Design debug_uart_tx, sky130hd; sources not shown.
**Run 1: met1 routing**

Bar = 50 µm.
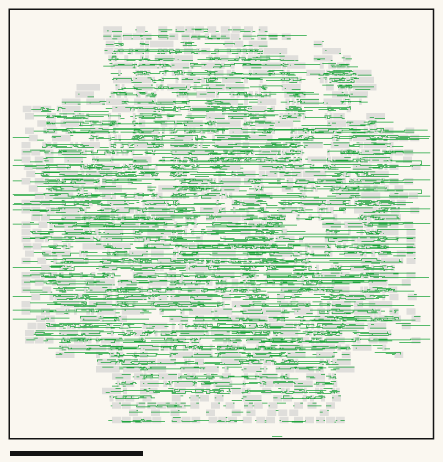
share of all routed wire	43%
main direction	horizontal
DR vias: 9744
met1 usage: 0.330

**Run 1: metal 2**

Bar = 50 µm.
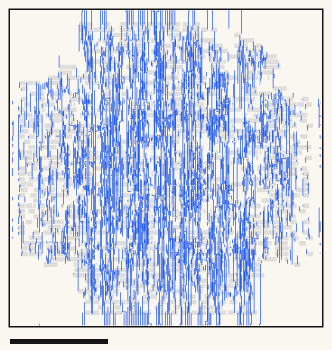
nets with wire on the layer	1363
share of all routed wire	46%
main direction	vertical
longest straight run	74.1 µm
met2 usage: 0.384
final wirelength: 32300 µm

**Run 1: metal 3**

Bar = 50 µm.
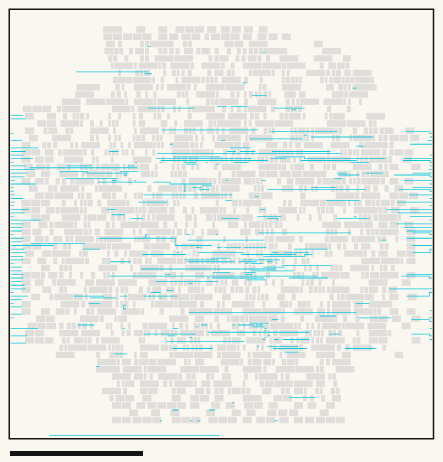
longest straight run	77.7 µm
wire length on this layer	2330 µm
main direction	horizontal
share of all routed wire	7.2%
met3 usage: 0.0367

==> impl_metrics.ini, run 1 <==
; flow metrics
[sta]
fin_crit_sh = 0.918
setup_viol = 0
worst_pin_slew_ns = 0.671
report.final.hold_viol_count = 0
fmax_mhz = 403
max-slew-margin-rel = 0.553
final.setup.tns_ns = 0
min_period_ns = 2.48

[global_routing]
grt.overflow.total = 0
antenna_found_initial = 0
grt_usage = 0.240
grt_max_degree = 122
grt_pass1_vias = 9273

[status]
status = completed

[cts]
clock-sinks = 210
clk_pin_slew_ns = 0.06
cts_hold_buf = 0
clock.latency.late_pin_ns = 0.50
clock_path_buffers = 3
cts-root-buf = clkbuf_16
cts_tree = yes
numCtsBuffers = 22
cts_resized = 0

[layout]
final_core_util = 0.563
drive_gt1_frac = 0.113
layout_top_cells = nand2_1 (439), dfxtp_1 (210), a21oi_1 (202)
lay_top_count = nand2_1
nets = 1714
syn2layout_area_growth_pct = 25.6

[run]
cap_viol_max_count = 0

[synthesis]
synth_cell_types = 35
synth_nets = 1562
synthAdderAreaFrac = 0.0174
syn_avg_cell_area_um2 = 7.41
ys_cells = 1362
ys_sh_aoi = 0.133
logic_family = simple AND/OR/NAND/NOR gates
simple_gate_share = 0.356
syn_area_um2 = 10100
xor_share = 0.00347
yosys_area_um2 = 10100
ys_warn_count = 0
ys_sh_mux = 0

[floorplan]
die_h_um = 161
ioPinCount = 187
fp_util = 0.448
core_um2 = 22500
std_cell_rows = 55
die_w_um = 159
dieArea_um2 = 25600

[hold_path]
min_delay_path_depth = 4
hold_path.class = primary input to register

[setup_path]
critPathTopFamily = buffers and inverters
slowest_delay_ns = 0.43
crit_fanout = 111
crit_chain = inv_1 -> ha_1 -> a21oi_1 -> nand2_4 -> inv_6 -> buf_12 -> nand3_1 -> a21oi_1
critical_path_buf_inv_count = 3
cp_common_cell = a21oi_1
crit_cells = 8
ff2ff_path_depth = 8
crit_slowest_cell = buf_12
regToRegSetupSlack_ns = 0.22
worstPathRequired_ns = 2.98
critical_path_class = register to register
end_kind = register
start_kind = register

[pwr]
finalPower_mw = 12.5
power.density_nw_per_um2 = 986
power_leakage_nw = 4.73
peakVddDrop_mv = 0.849

[route]
first_pass_iters = 5
drtIter0Drc = 901
routedWlPerCell_um = 17.8
drc = 0
ant_nets = 0

[placement]
gp_congestion = 0.935
dp_hpwl_um = 23700
port_buffers = 186
-- run 1: metal layers --
layer,part of all wire,vias up,GRT usage
li1,-,4796,-
met1,0.43,4481,0.330
met2,0.46,395,0.384
met3,0.072,72,0.0367
met4,0.039,0,0.0911
met5,0,-,0
-- run 1: worst min-delay path, stage by stage --
cell and delay [ns]:
buf_4 0.11, inv_1 0.06, o21ai_0 0.24, nor2_1 0.08
-- run 1: metrics by stage --
stage | std cells | area, µm² | hold slack (ns) | setup slack (ns)
2_1_floorplan | 1362 | 10100 | 0.274 | 0.786
3_3_place_gp | 1775 | 12000 | 0.293 | 0.384
3_5_place_dp | 1775 | 12000 | 0.297 | 0.275
4_1_cts | 1813 | 12700 | 0.260 | 0.277
5_1_grt | 1813 | 12700 | 0.326 | 0.121
6_report | 1813 | 12700 | 0.281 | 0.221
-- run 1: layout make-up --
class	instances	area, µm²
clock buffer	33	633
multi-input combinational	1023	5150
sequential	210	4200
inverter	45	174
fill	2120	9830
tap	285	357
clock inverter	5	25.0
timing repair buffer	212	2130
-- run 1: Yosys cell counts, drive strengths merged --
cell / n / area (µm²)
buf: 60 / 487
nand4: 13 / 81.3
nand3b: 1 / 20.0
xor2: 3 / 26.3
a21oi: 212 / 1100
or2: 1 / 6.26
xnor2: 1 / 8.76
nand3: 193 / 1380
inv: 45 / 171
nand2: 445 / 1710
and2: 1 / 8.76
o21ai: 39 / 195
ha: 14 / 175
o211ai: 1 / 7.51
o311ai: 1 / 8.76
dfxtp: 210 / 4200
a211oi: 4 / 30.0
nor3b: 1 / 7.51
clkbuf: 24 / 90.1
nor2: 89 / 364
nor3: 4 / 20.0
-- run 1: power breakdown --
part,internal (mW),switching [mW]
Sequential,4.10,0.598
Combinational,1.70,3.29
Clock,1.61,1.20
==> run 2, diff against run 1 <==
CTS_CLUSTER_DIAMETER = 50   (was default)
==> run 2 against run 1 <==
Against the previous run: worst setup slack barely moved; critical path type unchanged; total power grew 2.4%; hold slack lost 0.014 ns; non-clock buffer count is the same; highest routed layer unchanged; critical endpoint unchanged; register-to-register slack barely moved.
==> impl_metrics.ini, run 2 <==
; flow metrics
[status]
status = completed

[synthesis]
synthTopCellsByCount = nand2_1 (439), dfxtp_1 (210), a21oi_1 (202)
synth.most_common_cell = nand2_1
synth_nets = 1562
synth_cell_types = 35
syn_avg_cell_area_um2 = 7.41
flop_cell = dfxtp_1
synthDominantCellAreaShare = 0.417
ys_warn_count = 0
syn_area_um2 = 10100
synthTopCellsByArea = dfxtp_1 (42%), nand2_1 (16%), a21oi_1 (10%), nand3_2 (8.1%), nand3_1 (5.5%)
syn_inst = 1362
edf_count = 0
yosysTopAreaCell = dfxtp_1
ys_cells = 1362
synthArstFlopShare = 0
yosys_area_um2 = 10100

[setup_path]
start_kind = register
slowest_delay_ns = 0.40
crit_cells = 8
critPathTopFamily = buffers and inverters
ff2ff_path_depth = 8
crit_fanout = 111
critical_path_class = register to register
worstPathRequired_ns = 2.99
regToRegSetupSlack_ns = 0.22
critical_path_buf_inv_count = 3
crit_chain = inv_1 -> ha_1 -> a21oi_1 -> nand2_4 -> inv_6 -> buf_12 -> nand3_1 -> a21oi_1
crit_slowest_cell = buf_12
cp_common_cell = a21oi_1
end_kind = register

[route]
wl_met1_um = 13900
highest_layer = met4
first_pass_iters = 6
dr_wl_met3_um = 2470
drtIter0Drc = 933
met2_length_um = 14500
routedWlPerCell_um = 17.7
drc = 0
ant_nets = 0

[sta]
min_period_ns = 2.48
setup_viol = 0
worst_pin_slew_ns = 0.679
fin_crit_sh = 0.918
final.setup.tns_ns = 0
report.final.hold_viol_count = 0
max-slew-margin-rel = 0.547
rsz0062_at_grt = false
fmax_mhz = 403

[global_routing]
grt_usage = 0.241
grt_pass1_wl_um = 50000
antenna_found_initial = 0
grt.overflow.total = 0
grt_max_degree = 122

[run]
cap_viol_max_count = 0

[layout]
stdcell_area_um2 = 12800
drive_gt1_frac = 0.116
lay_top_count = nand2_1
nets = 1716
syn2layout_area_growth_pct = 26.5
layout_top_cells = nand2_1 (439), dfxtp_1 (210), a21oi_1 (202)

[placement]
dp_hpwl_um = 23700
gp_congestion = 0.935
port_buffers = 186
placed_cell_area_um2 = 12000

[cts]
clock-sinks = 210
cts_tree = yes
cts_resized = 0
clk_pin_slew_ns = 0.06
clock_path_buffers = 3
htreeDepth = 1
clock.latency.late_pin_ns = 0.52
cts_hold_buf = 0
cts-root-buf = clkbuf_16

[floorplan]
die_h_um = 161
dieArea_um2 = 25600
core_um2 = 22500
ioPinCount = 187
fp_util = 0.448
std_cell_rows = 55
die_w_um = 159

[hold_path]
min_delay_path_depth = 4
hold_path.class = primary input to register

[pwr]
power_leakage_nw = 4.77
power.density_nw_per_um2 = 1000
peakVddDrop_mv = 0.882
==> run 2: where the power goes <==
group | internal [mW] | switching (mW)
Sequential | 4.10 | 0.596
Clock | 1.82 | 1.29
Combinational | 1.70 | 3.29
Total | 7.62 | 5.18
==> run 2: cell type report <==
type / count / area (µm²)
Tap cell: 285 / 357
Inverter: 45 / 174
Multi-Input combinational cell: 1023 / 5150
Fill cell: 2112 / 9730
Timing Repair Buffer: 212 / 2130
Clock buffer: 31 / 657
Clock inverter: 9 / 98.8
Sequential cell: 210 / 4200
==> run 2: per-stage QoR <==
step	util	std cells	total power, mW	worst slack (ns)
finish	0.567	1815	12.8	0.221
global route	0.567	1815	13.6	0.104
CTS	0.567	1815	12.8	0.275
detailed placement	0.534	1775	9.66	0.275
global placement	0.534	1775	9.55	0.384
floorplan	-	1362	8.77	0.786
==> run 2: per-layer routing <==
metal  up-vias  track usage
li1       4808            -
met3        67       0.0385
met2       420        0.383
met4         0       0.0923
met1      4484        0.331
met5         -            0
==> run 2: logic make-up after synthesis <==
family	count (synthesis)	synth area share
adder cells (fa/ha/maj)	14	0.0174
XOR/XNOR	4	0.00347
AND/OR/NAND/NOR	748	0.356
AND-OR/OR-AND	257	0.133
flip-flops	210	0.417
buffers and inverters	129	0.0741
==> run 2: worst register-to-register path, cell delays in order, from the launching register on <==
cell	delay, ns
dfxtp_1	0.38
inv_1	0.10
ha_1	0.33
a21oi_1	0.24
nand2_4	0.14
inv_6	0.11
buf_12	0.40
nand3_1	0.37
a21oi_1	0.18
**Run 2: metal 3**

Bar = 50 µm.
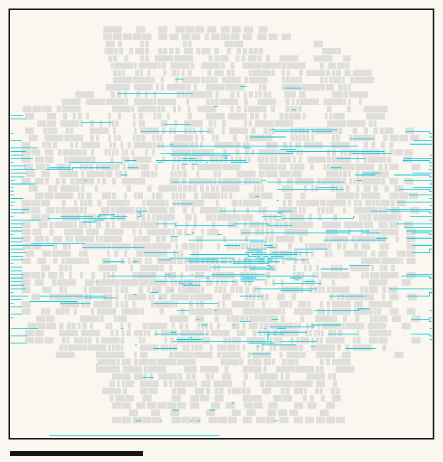
nets with wire on the layer	209
main direction	horizontal
share of all routed wire	7.7%
DR vias: 9779
met3 usage: 0.0385

**Run 2: the metal 4 layer**

Bar = 50 µm.
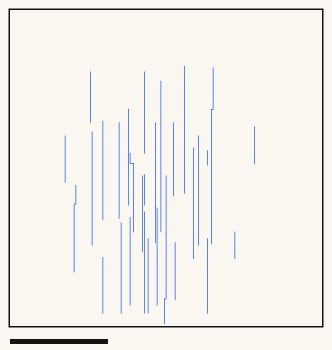
wire length on this layer	1320 µm
share of all routed wire	4.1%
nets with wire on the layer	25
final wirelength: 32200 µm

Power and IR drop assume default switching activity.
